$ cat src/rtl/lsu_pkg.sv
// Shared types and constants for the load/store unit.
package lsu_pkg;

    typedef enum logic [2:0] {
        IDLE,
        RD_ADDR,
        RD_DATA,
        WR_REQ,
        WR_RESP,
        DONE
    } lsu_state_e;

    localparam logic [2:0] F3_LB  = 3'b000;
    localparam logic [2:0] F3_LH  = 3'b001;
    localparam logic [2:0] F3_LW  = 3'b010;
    localparam logic [2:0] F3_LBU = 3'b100;
    localparam logic [2:0] F3_LHU = 3'b101;
    localparam logic [2:0] F3_SB  = 3'b000;
    localparam logic [2:0] F3_SH  = 3'b001;
    localparam logic [2:0] F3_SW  = 3'b010;

    localparam logic [1:0] AXI_RESP_OKAY = 2'b00;

    // Request captured at accept and held for the whole transaction.
    typedef struct packed {
        logic        we;
        logic [2:0]  funct3;
        logic [1:0]  offset;
        logic [4:0]  rd;
        logic [31:0] addr;
        logic [31:0] wdata;
        logic [3:0]  strb;
    } lsu_req_t;

    function automatic logic req_rejected(input logic       we,
                                          input logic [2:0] funct3,
                                          input logic [1:0] offset);
        logic illegal;
        logic misaligned;
        if (we) begin
            illegal = funct3[2] | (funct3 == 3'b011);
        end else begin
            illegal = (funct3 == 3'b011) | (funct3 == 3'b110) | (funct3 == 3'b111);
        end
        misaligned = ((funct3[1:0] == 2'b01) & offset[0]) |
                     ((funct3[1:0] == 2'b10) & (offset != 2'b00));
        return illegal | misaligned;
    endfunction

endpackage

$ cat src/rtl/lsu_load_align.sv
// Load data alignment: shift the bus word down to the addressed byte and extend.
// Latency: combinational.
// Backpressure: none.
module lsu_load_align
    import lsu_pkg::*;
(
    input  logic [31:0] rdata,
    input  logic [1:0]  offset,
    input  logic [2:0]  funct3,
    output logic [31:0] value
);

    logic [31:0] shifted;

    always_comb begin
        shifted = rdata >> {offset, 3'b000};
        value   = shifted;
        case (funct3)
            F3_LB:   value = {{24{shifted[7]}}, shifted[7:0]};
            F3_LH:   value = {{16{shifted[15]}}, shifted[15:0]};
            F3_LBU:  value = {24'h0, shifted[7:0]};
            F3_LHU:  value = {16'h0, shifted[15:0]};
            default: value = shifted;
        endcase
    end

endmodule

$ cat src/rtl/lsu_axi_lite_master.sv
// Load/store unit: one RV32I load/store per instruction over AXI4-Lite, with writeback.
// Latency: zero-wait slave completes at accept+3; rejected requests at accept+1.
// Backpressure: stalls the core until done; waits on every AXI ready/valid, aborts at TIMEOUT.
module lsu_axi_lite_master
    import lsu_pkg::*;
#(
    parameter int TIMEOUT = 256
) (
    input  logic        clk,
    input  logic        rst,

    input  logic        req_valid,
    input  logic        req_we,
    input  logic [2:0]  req_funct3,
    input  logic [31:0] req_addr,
    input  logic [31:0] req_wdata,
    input  logic [4:0]  req_rd,

    output logic        stall,
    output logic        done,
    output logic        err,

    output logic        rf_wr_en,
    output logic [4:0]  rf_addr_rd,
    output logic [31:0] rf_data_rd,

    output logic [31:0] m_axi_awaddr,
    output logic        m_axi_awvalid,
    input  logic        m_axi_awready,
    output logic [31:0] m_axi_wdata,
    output logic [3:0]  m_axi_wstrb,
    output logic        m_axi_wvalid,
    input  logic        m_axi_wready,
    input  logic [1:0]  m_axi_bresp,
    input  logic        m_axi_bvalid,
    output logic        m_axi_bready,
    output logic [31:0] m_axi_araddr,
    output logic        m_axi_arvalid,
    input  logic        m_axi_arready,
    input  logic [31:0] m_axi_rdata,
    input  logic [1:0]  m_axi_rresp,
    input  logic        m_axi_rvalid,
    output logic        m_axi_rready
);

    localparam int CW = (TIMEOUT > 1) ? $clog2(TIMEOUT + 1) : 1;
    localparam logic [CW-1:0] TO_LAST = CW'((TIMEOUT > 0) ? TIMEOUT - 1 : 0);

    lsu_state_e    state;
    lsu_state_e    state_nxt;
    lsu_req_t      req_q;
    lsu_req_t      req_d;
    logic [31:0]   load_val;
    logic [31:0]   rdata_q;
    logic [CW-1:0] to_cnt;
    logic          err_q;
    logic          aw_done_q;
    logic          w_done_q;
    logic          rejected;
    logic          active;
    logic          timeout_hit;

    assign rejected    = req_rejected(req_we, req_funct3, req_addr[1:0]);
    assign active      = state inside {RD_ADDR, RD_DATA, WR_REQ, WR_RESP};
    assign timeout_hit = (TIMEOUT != 0) && active && (to_cnt == TO_LAST);

    // Store lanes: sub-word data is replicated so the strobe alone selects the bytes.
    always_comb begin
        req_d        = '0;
        req_d.we     = req_we;
        req_d.funct3 = req_funct3;
        req_d.offset = req_addr[1:0];
        req_d.rd     = req_rd;
        req_d.addr   = {req_addr[31:2], 2'b00};
        req_d.wdata  = req_wdata;
        req_d.strb   = 4'b1111;
        case (req_funct3)
            F3_SB: begin
                req_d.strb  = 4'b0001 << req_addr[1:0];
                req_d.wdata = {4{req_wdata[7:0]}};
            end
            F3_SH: begin
                req_d.strb  = 4'b0011 << req_addr[1:0];
                req_d.wdata = {2{req_wdata[15:0]}};
            end
            default: ;
        endcase
    end

    always_ff @(posedge clk) begin
        if (rst) begin
            state <= IDLE;
        end else begin
            state <= state_nxt;
        end
    end

    always_comb begin
        state_nxt     = state;
        m_axi_arvalid = 1'b0;
        m_axi_rready  = 1'b0;
        m_axi_awvalid = 1'b0;
        m_axi_wvalid  = 1'b0;
        m_axi_bready  = 1'b0;
        case (state)
            IDLE: begin
                if (req_valid) begin
                    if (rejected) begin
                        state_nxt = DONE;
                    end else if (req_we) begin
                        state_nxt = WR_REQ;
                    end else begin
                        state_nxt = RD_ADDR;
                    end
                end
            end
            RD_ADDR: begin
                m_axi_arvalid = 1'b1;
                if (m_axi_arready) begin
                    state_nxt = RD_DATA;
                end
            end
            RD_DATA: begin
                m_axi_rready = 1'b1;
                if (m_axi_rvalid) begin
                    state_nxt = DONE;
                end
            end
            WR_REQ: begin
                // AW and W complete independently; move on once both have been taken.
                m_axi_awvalid = ~aw_done_q;
                m_axi_wvalid  = ~w_done_q;
                if ((aw_done_q | m_axi_awready) & (w_done_q | m_axi_wready)) begin
                    state_nxt = WR_RESP;
                end
            end
            WR_RESP: begin
                m_axi_bready = 1'b1;
                if (m_axi_bvalid) begin
                    state_nxt = DONE;
                end
            end
            DONE: begin
                state_nxt = IDLE;
            end
            default: begin
                state_nxt = IDLE;
            end
        endcase
        if (timeout_hit) begin
            state_nxt = DONE;
        end
    end

    always_ff @(posedge clk) begin
        if (rst) begin
            req_q     <= '0;
            rdata_q   <= '0;
            err_q     <= 1'b0;
            aw_done_q <= 1'b0;
            w_done_q  <= 1'b0;
            to_cnt    <= '0;
        end else begin
            if (active) begin
                to_cnt <= to_cnt + 1'b1;
            end
            case (state)
                IDLE: begin
                    if (req_valid) begin
                        req_q     <= req_d;
                        err_q     <= rejected;
                        aw_done_q <= 1'b0;
                        w_done_q  <= 1'b0;
                        to_cnt    <= '0;
                    end
                end
                RD_DATA: begin
                    if (m_axi_rvalid) begin
                        err_q <= (m_axi_rresp != AXI_RESP_OKAY);
                        if (m_axi_rresp == AXI_RESP_OKAY) begin
                            rdata_q <= load_val;
                        end
                    end
                end
                WR_REQ: begin
                    aw_done_q <= aw_done_q | m_axi_awready;
                    w_done_q  <= w_done_q | m_axi_wready;
                end
                WR_RESP: begin
                    if (m_axi_bvalid) begin
                        err_q <= (m_axi_bresp != AXI_RESP_OKAY);
                    end
                end
                default: ;
            endcase
            if (timeout_hit) begin
                err_q <= 1'b1;
            end
        end
    end

    lsu_load_align u_load_align (
        .rdata  (m_axi_rdata),
        .offset (req_q.offset),
        .funct3 (req_q.funct3),
        .value  (load_val)
    );

    assign done         = (state == DONE);
    assign err          = done & err_q;
    assign stall        = req_valid & ~done;
    assign rf_wr_en     = done & ~req_q.we & ~err_q & (req_q.rd != 5'd0);
    assign rf_addr_rd   = req_q.rd;
    assign rf_data_rd   = rdata_q;
    assign m_axi_araddr = req_q.addr;
    assign m_axi_awaddr = req_q.addr;
    assign m_axi_wdata  = req_q.wdata;
    assign m_axi_wstrb  = req_q.strb;

endmodule

$ cat config.mk
export PLATFORM = sky130hd
export DESIGN_NAME = lsu_axi_lite_master
export DESIGN_NICKNAME = d
export VERILOG_FILES = /design/src/rtl/lsu_pkg.sv /design/src/rtl/lsu_load_align.sv /design/src/rtl/lsu_axi_lite_master.sv
export SDC_FILE = /design/constraint.sdc
export NUM_CORES = 1
export LEC_CHECK = 0
export CAP_MARGIN = 0
export CORE_UTILIZATION = 44
export DETAILED_ROUTE_END_ITERATION = 10
export PLACE_DENSITY = 0.81
export SETUP_SLACK_MARGIN = 0.2
export SYNTH_ARGS = -nofsm -noshare
export SYNTH_HDL_FRONTEND = slang
export SYNTH_HIERARCHICAL = 1
export SYNTH_SLANG_ARGS = --single-unit
$ cat constraint.sdc
create_clock -name clk -period 2.7 [get_ports clk]
set_clock_uncertainty 0.15 [all_clocks]
set_input_delay 0.405 -clock clk [delete_from_list [all_inputs] [get_ports clk]]
set_output_delay 0.405 -clock clk [all_outputs]
set_load 0.01 [all_outputs]
==> images/metal_stack.png <==
Scale bar: 20 µm.
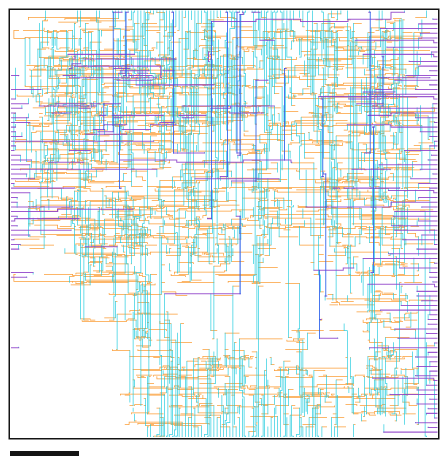
Cyan is met2, wire length 8,920 µm. Purple is met3, wire length 1,690 µm. Blue is met4, wire length 559 µm. Orange is met1, wire length 7,460 µm.
wire length per cell: 15.87 µm
via count: 6,061

==> images/clock_map.png <==
Scale bar: 20 µm.
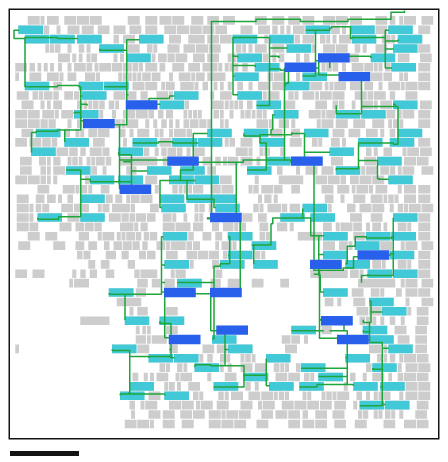
Green is clock wires, length 1,510 µm. Cyan is flip-flops, count 124. Blue is cells driving clock nets, count 17.
Position of the flops: all over the die.
clock power share: 30.6%
P_clk: 2.28 mW

==> images/final_clocks.png <==
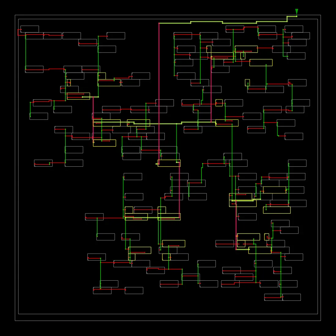
CTS Buf Count: 17
clock sink count: 124
clock buffer count: 18
registers: 124

==> images/pins.png <==
Pins as bars across the die edge, other pins in grey.
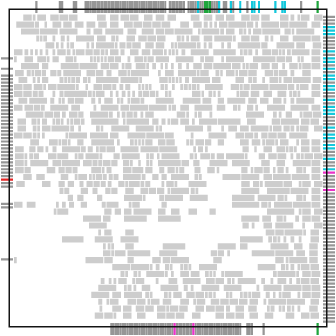
Cyan is `req_wdata`, pins 32, direction input, edge 22 east, 10 north. Red is `m_axi_rready`, pins 1, direction output, edge west. Green is `rf_addr_rd`, pins 5, direction output, edge 4 north, 1 south. Magenta is `m_axi_wstrb`, pins 4, direction output, edge 2 south, 2 east.
All pins by edge: 89 east, 75 north, 61 south, 38 west.
Die Height: 124.0 µm
# port buffers: 258
Die W: 124.0 µm

-- metal layers --
layer	global-route usage, %	vias to the layer above	wire [µm]	part of all wire [%]
met3	6.777	38	1691	9.1
li1	-	2995	-	-
met4	9.747	0	558	3.0
met5	0	-	0	0
met1	27.26	2747	7459	40
met2	38.29	281	8924	48
-- stage by stage --
step	instance area, µm²	util (%)	setup WS (ns)
detailed placement	8509	58.55	0.3539
global placement	8509	58.55	0.3717
global route	9130	62.82	0.1904
CTS	9119	62.74	0.2144
floorplan	6565	-	0.6051
finish	9130	62.82	0.2848
-- cell usage after synthesis (all sizes together) --
library cell | n | area share [%]
and2 | 5 | 0.48
buf | 127 | 14
or2 | 1 | 0.096
nor3 | 3 | 0.31
o221ai | 3 | 0.40
dfxtp | 124 | 38
xnor2 | 4 | 0.53
nor4b | 3 | 0.63
o21a | 2 | 0.23
nor2 | 61 | 3.5
nor3b | 3 | 0.42
o22ai | 1 | 0.096
a211oi | 36 | 4.1
mux2 | 2 | 0.34
nand3 | 6 | 0.46
inv | 5 | 0.29
nand2b | 5 | 0.59
nand2 | 203 | 12
a31oi | 1 | 0.096
nand3b | 1 | 0.11
a32oi | 2 | 0.27
xor2 | 3 | 0.40
ha | 2 | 0.38
a21oi | 97 | 7.4
and3 | 4 | 0.38
a32o | 1 | 0.15
a21boi | 1 | 0.17
a2111oi | 2 | 0.27
a221oi | 1 | 0.13
o31ai | 1 | 0.11
or3 | 1 | 0.096
nor2b | 10 | 0.95
o21ai | 15 | 1.3
a311oi | 4 | 0.63
mux2i | 46 | 7.0
a21o | 1 | 0.11
o211ai | 12 | 1.5
nand4 | 4 | 0.38
clkbuf | 36 | 2.1
conb | 1 | 0.057
-- worst max-delay path: stages, from the launching register on --
cell	delay, ns
dfxtp_1	0.36
buf_8	0.17
nor2b_4	0.19
nand2_1	0.08
nor2_1	0.09
clkdlybuf4s50_1	0.56
-- layout by cell type (no fill, tap or decap), types with 3 or more instances in the layout --
cell type        count
clkdlybuf4s50_1    255
nand2_1            202
dfxtp_1            124
a21oi_1             97
nor2_1              60
mux2i_1             46
a211oi_1            36
clkbuf_16           17
buf_4               17
o21ai_0             12
o211ai_1            11
nor2b_1              9
nand3_1              6
inv_1                5
and2_1               5
nand4_1              4
and3_1               4
nand2b_1             4
xnor2_1              4
conb_1               4
clkinv_2             4
o221ai_1             3
a311oi_1             3
xor2_1               3
clkinv_4             3
bufinv_16            3
buf_12               3
-- power by group through the flow --
stage / clock [mW] / combinational [mW] / sequential, mW
after floorplan: 0 / 2.01 / 2.32
final: 2.28 / 2.82 / 2.34
after global placement: 0 / 2.76 / 2.37
after CTS: 2.32 / 2.82 / 2.34
after detailed placement: 0 / 2.80 / 2.38
after global routing: 2.40 / 3.08 / 2.38
-- cell type report --
class,count,area (µm²)
Tap cell,184,230.2
Clock buffer,18,429.2
Multi-Input combinational cell,551,3024
Clock inverter,14,168.9
Timing Repair Buffer,278,2776
Sequential cell,124,2482
Inverter,5,18.77
Fill cell,1260,5404
==> run summary <==
fresh numbers from the pnr run: register share of total power 31.5%, clk root buf clkbuf_16, Compound Share, Synth 16.91%, Crit. Startpoint state[1], distinct lib cells 51, Worst-path clk slew 0.06 ns, Resized Gates After CTS 4, Slew Viols, Final 0, Min-Delay Path Class flop to flop, row count 44, remaining antenna violation count 0, largest net degree at the start of global routing 71, total power 7.442 mW, crit end category primary output, Avg Inst Size Synth 7.802 µm², P_sw 2.488 mW, Final period util 89.45%, RSZ-0062 raised after global routing true, n_diodes 0, Leak 3.252 nW, number of max-cap violations 0, Rel. slew slack 47.49%, worst vdd ir 0.4787 mV, hold_ws 0.3015 ns, Via density 5.163, placed insts 1,142, crit path DAT 1.86 ns, Synth Instances 840, CTS Hold Bufs 0, Skew-Pair Late Insertion Delay 0.41 ns, endpoints failing hold 0, critical path endpoint m_axi_awvalid, first-pass detailed-route iteration total 5, CTS tree done, CP Launch Type flop, Worst R2R Setup Slack 0.43 ns, pwr dens 815.1 nW/µm², Final setup viols 0, Core Util at FP 45.09%, Adder Area Share 0.3818%, mux share 7.369%, Internal 4.953 mW, achievable frequency 0.4140 GHz, GRT overflow 0, global-route wire length before repair 27,260 µm, kind of critical path flop to primary output, area of the mapped netlist 6554 µm², Routed WL 18,630 µm, highest net fanout along the worst path 18, Comb power frac 38.0%, NumNets Final 1,096, Yosys reg bits 124, main logic family after synthesis simple AND/OR/NAND/NOR gates, DR iter-0 viols 334, final worst path period need 2.415 ns, Cell Count, Final, Fillers Out 1,174, core area 14,530 µm², status completed, XOR/XNOR share of the synthesized area 0.9355%, data required time of the worst path 2.14 ns, tool warnings 27, sequential fraction of the synthesis area 37.88%, reg2reg end rf_data_rd[16], die area 15,390 µm², initial antenna violation count 0, Sw Ratio 33.44%, vias in the first global route 5,496, layout cell share with drive strength beyond 1 6.869%, YS warnings 6, Slew @ Worst Pin 0.7876 ns, # Cells Yosys 840, HPWL after detailed placement 13,510 µm, Max clock buf depth 2, synthesized-area fraction occupied by and/or/nand/nor cells 20.06%, min-delay src m_axi_wdata[1], hold path cells 2, synth-to-layout area growth 39.31%, Worst Hold End m_axi_wdata[1], YS chip area 6554 µm², Reg2Reg Launch Point req_q[73], DRC viols 0, worst-case reg-to-reg path depth 7, GP Congestion 0.8481, H-Tree Depth 4, # IOs 263, Setup TNS 0 ns, setup repair bufs after CTS 0, GRT Util Overall 22.96%
Power figures rest on the tool's default switching activity, not on a simulated workload.
